==> images/congestion_map.png <==
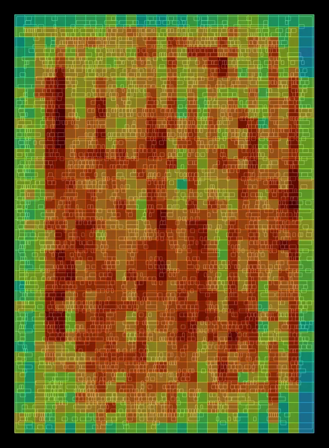
==> images/gates.png <==
(1.5 px per µm)
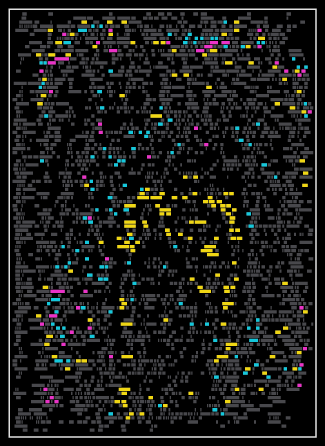
==> images/closeup.png <==
Region (87, 184) to (117, 214) µm. Cells in grey, sequential cells in the stronger grey; small squares are vias.
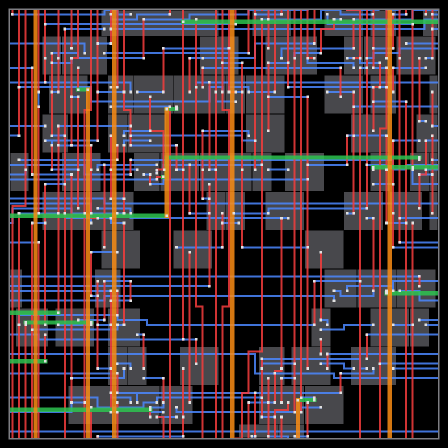
==> images/layers.png <==
(1.5 px per µm) Only two layers are drawn.
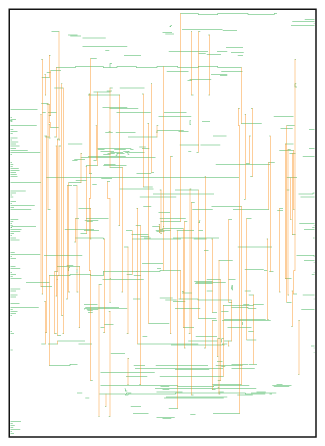
==> images/m1.png <==
(1.5 px per µm) Supply wires on this layer in grey.
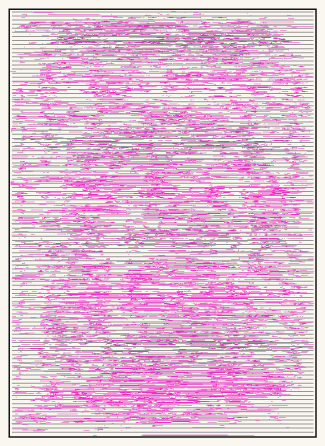
File: config.mk
export PLATFORM = sky130hd
export DESIGN_NAME = exec_unit
export DESIGN_NICKNAME = d
export VERILOG_FILES = /design/src/rtl/exec_unit.sv
export SDC_FILE = /design/constraint.sdc
export NUM_CORES = 1
export LEC_CHECK = 0
export CORE_ASPECT_RATIO = 1.4
export CORE_UTILIZATION = 31
export CTS_BUF_LIST = sky130_fd_sc_hd__clkbuf_4 sky130_fd_sc_hd__clkbuf_8
export DETAILED_ROUTE_END_ITERATION = 16
export PLACE_DENSITY = 0.48
export RECOVER_POWER = 100
export REMOVE_ABC_BUFFERS = 1
export SLEW_MARGIN = 20
export SYNTH_ARGS = -nofsm -noshare
export SYNTH_HDL_FRONTEND = slang
export SYNTH_SLANG_ARGS = --single-unit
File: constraint.sdc
create_clock -name clock -period 2.8 [get_ports clock]
set_input_delay 0.28 -clock clock [delete_from_list [all_inputs] [get_ports clock]]
set_output_delay 0.28 -clock clock [all_outputs]
set_load 0.005 [all_outputs]
File: src/rtl/exec_unit.sv
// Execute stage: registered single-cycle ALU plus MUL/MULHU, either as a radix-2
// shift-add sequence over DATA_WIDTH cycles or as a one-cycle multiplier.
module exec_unit #(
  parameter int DATA_WIDTH    = 32,
  parameter int ADDR_WIDTH    = 32,
  parameter int MUL_ITERATIVE = 1
) (
  input  logic                  clock,
  input  logic                  reset_n,
  input  logic                  stall,
  input  logic                  issue_valid,
  output logic                  issue_ready,
  input  logic [3:0]            alu_fns_sel,
  input  logic [ADDR_WIDTH-1:0] pc_exe,
  input  logic [DATA_WIDTH-1:0] regA,
  input  logic [DATA_WIDTH-1:0] regB,
  output logic [DATA_WIDTH-1:0] alu_result,
  output logic                  carry_out,
  output logic [ADDR_WIDTH-1:0] address,
  output logic                  instr_complete,
  output logic                  illegal_op,
  output logic                  busy
);

  localparam int SHW = $clog2(DATA_WIDTH);
  localparam int CW  = $clog2(DATA_WIDTH) + 1;

  typedef enum logic [3:0] {
    OP_ADD  = 4'd0,  OP_SUB  = 4'd1,  OP_AND = 4'd2, OP_OR  = 4'd3,
    OP_XOR  = 4'd4,  OP_SLL  = 4'd5,  OP_SRL = 4'd6, OP_SRA = 4'd7,
    OP_SLT  = 4'd8,  OP_SLTU = 4'd9,  OP_MUL = 4'd10, OP_MULHU = 4'd11
  } op_t;

  typedef enum logic {ST_IDLE = 1'b0, ST_MUL = 1'b1} state_t;

  state_t state, state_next;

  logic                    accept;
  logic                    is_mul_op;
  logic                    start_mul;
  logic                    mul_last;
  logic [SHW-1:0]          shamt;
  logic [DATA_WIDTH:0]     sum_add;
  logic [DATA_WIDTH:0]     sum_sub;
  logic [2*DATA_WIDTH-1:0] product_full;
  logic [DATA_WIDTH-1:0]   alu_res;
  logic                    alu_carry;
  logic                    alu_illegal;

  logic [2*DATA_WIDTH-1:0] mul_acc;
  logic [2*DATA_WIDTH-1:0] mul_acc_next;
  logic [DATA_WIDTH:0]     mul_hi_sum;
  logic [DATA_WIDTH-1:0]   mul_mcand;
  logic                    mul_high;
  logic [CW-1:0]           count;

  assign accept    = issue_valid && issue_ready;
  assign is_mul_op = (alu_fns_sel == OP_MUL) || (alu_fns_sel == OP_MULHU);
  assign start_mul = accept && is_mul_op && (MUL_ITERATIVE != 0);
  assign mul_last  = (state == ST_MUL) && (count == CW'(1));

  // ---------------- FSM: state register / next state / outputs ----------------
  always_ff @(posedge clock or negedge reset_n) begin
    if (!reset_n) begin
      state <= ST_IDLE;
    end else begin
      // NOTE: sequential state uses <= so every flop samples pre-edge values.
      state <= state_next;
    end
  end

  always_comb begin
    // NOTE: assign a default first so no path through the block infers a latch.
    state_next = state;
    if (!stall) begin
      case (state)
        ST_IDLE: if (start_mul) state_next = ST_MUL;
        ST_MUL:  if (mul_last)  state_next = ST_IDLE;
        default: state_next = ST_IDLE;
      endcase
    end
  end

  always_comb begin
    issue_ready = (state == ST_IDLE) && !stall;
    busy        = (state == ST_MUL);
  end

  // ---------------- Single-cycle datapath ----------------
  if (MUL_ITERATIVE == 0) begin : g_comb_mul
    assign product_full = {{DATA_WIDTH{1'b0}}, regA} * {{DATA_WIDTH{1'b0}}, regB};
  end else begin : g_iter_mul
    assign product_full = '0;
  end

  assign shamt   = regB[SHW-1:0];
  assign sum_add = {1'b0, regA} + {1'b0, regB};
  // Subtract as A + ~B + 1 so the carry reads as "no borrow".
  assign sum_sub = {1'b0, regA} + {1'b0, ~regB} + {{DATA_WIDTH{1'b0}}, 1'b1};

  always_comb begin
    alu_res     = '0;
    alu_carry   = 1'b0;
    alu_illegal = 1'b0;
    case (alu_fns_sel)
      OP_ADD:   begin alu_res = sum_add[DATA_WIDTH-1:0]; alu_carry = sum_add[DATA_WIDTH]; end
      OP_SUB:   begin alu_res = sum_sub[DATA_WIDTH-1:0]; alu_carry = sum_sub[DATA_WIDTH]; end
      OP_AND:   alu_res = regA & regB;
      OP_OR:    alu_res = regA | regB;
      OP_XOR:   alu_res = regA ^ regB;
      OP_SLL:   alu_res = regA << shamt;
      OP_SRL:   alu_res = regA >> shamt;
      OP_SRA:   alu_res = $unsigned($signed(regA) >>> shamt);
      OP_SLT:   alu_res = DATA_WIDTH'($signed(regA) < $signed(regB));
      OP_SLTU:  alu_res = DATA_WIDTH'(regA < regB);
      OP_MUL:   alu_res = product_full[DATA_WIDTH-1:0];
      OP_MULHU: alu_res = product_full[2*DATA_WIDTH-1:DATA_WIDTH];
      default:  alu_illegal = 1'b1;
    endcase
  end

  // ---------------- Iterative multiplier step ----------------
  // Upper half accumulates the multiplicand while the lower half shifts the
  // multiplier out LSB-first; after DATA_WIDTH steps mul_acc holds the product.
  assign mul_hi_sum   = mul_acc[0] ? ({1'b0, mul_acc[2*DATA_WIDTH-1:DATA_WIDTH]} + {1'b0, mul_mcand})
                                   : {1'b0, mul_acc[2*DATA_WIDTH-1:DATA_WIDTH]};
  assign mul_acc_next = {mul_hi_sum, mul_acc[DATA_WIDTH-1:1]};

  always_ff @(posedge clock or negedge reset_n) begin
    if (!reset_n) begin
      alu_result     <= '0;
      carry_out      <= 1'b0;
      address        <= '0;
      instr_complete <= 1'b0;
      illegal_op     <= 1'b0;
      mul_acc        <= '0;
      mul_mcand      <= '0;
      mul_high       <= 1'b0;
      count          <= '0;
    end else if (!stall) begin
      instr_complete <= 1'b0;
      illegal_op     <= 1'b0;
      if (accept) begin
        address <= pc_exe;
        if (start_mul) begin
          mul_acc   <= {{DATA_WIDTH{1'b0}}, regB};
          mul_mcand <= regA;
          mul_high  <= (alu_fns_sel == OP_MULHU);
          count     <= CW'(DATA_WIDTH);
        end else begin
          alu_result     <= alu_res;
          carry_out      <= alu_carry;
          illegal_op     <= alu_illegal;
          instr_complete <= 1'b1;
        end
      end else if (state == ST_MUL) begin
        mul_acc <= mul_acc_next;
        count   <= count - CW'(1);
        if (mul_last) begin
          alu_result     <= mul_high ? mul_acc_next[2*DATA_WIDTH-1:DATA_WIDTH]
                                     : mul_acc_next[DATA_WIDTH-1:0];
          carry_out      <= 1'b0;
          instr_complete <= 1'b1;
        end
      end
    end
  end

endmodule

==> run notes <==
fresh numbers from the pnr run: Hold Fails Final Rpt=0, Worst Path Required=3.28 ns, XOR Share, Synth=2.24%, number of clock buffers in the layout=18, layout cells sized above 1=34.3%, Biggest register=mul_acc, Net Sw Power=7280 µW, TritonRoute pass-1 iters=9, Seq/Total Area, Yosys=24.3%, # setup viols final=40, status=finished with violations, Non-clock buffers=921, aoi share=29.8%, clk_lat worst skew=0.60 ns, Startpoint Class=register, Max Transition Viols Final=62, vias per inst=5.56, Die W=204 µm, number of max-cap violations=1, met2 WL=48.6 mm, comb area leader=AND-OR/OR-AND gates, failing checks=capacitance limit, slew limit, setup timing, worst setup margin=-0.702 ns, Routed met3 length=4.00 mm
## Picture notes: congestion_map.png
grt met1 use: 37.3%
final core occ: 48.0%

## Picture notes: gates.png
Magenta shows xor and xnor cells, cells 45, where spread over the die. Yellow shows mux cells, cells 153, where spread over the die. Cyan shows non-inverting ao/oa cells, cells 116, where spread over the die.

## Picture notes: closeup.png
Orange shows M4. Blue shows M1. Red shows M2. Green shows M3.
Most frequent: buf_4 (22), nand2_1 (9), a21oi_1 (5). Sequential cells in the window: 0. 66 logic cells have their middle in the window.

## Picture notes: layers.png
Orange shows M4, wire length 6,420 µm. Green shows M3, wire length 4,000 µm.

## Picture notes: m1.png
The longest straight run is 96.1 µm. 3,020 nets have wire on it. The layer holds 38% of the routed length.

[worst paths after layout]
| path | endpoint | start | slack, ns | cells after the start |
|---|---|---|---|---|
| max | mul_acc[62]$_DFFE_PN0P_ | mul_acc[33]$_DFFE_PN0P_ | -0.70 | 14 |
| min | mul_acc[17]$_DFFE_PN0P_ | regB[17] | 0.06 | 3 |
| max reg2reg | mul_acc[62]$_DFFE_PN0P_ | mul_acc[33]$_DFFE_PN0P_ | -0.70 | 14 |
| min reg2reg | address[22]$_DFFE_PN0P_ | address[22]$_DFFE_PN0P_ | 0.49 | 2 |
| max in group asynchronous | mul_acc[0]$_DFFE_PN0P_ | reset_n | 0.41 | 3 |
| min in group asynchronous | mul_acc[40]$_DFFE_PN0P_ | reset_n | 0.63 | 2 |
Power is estimated from default activity; no workload was simulated.
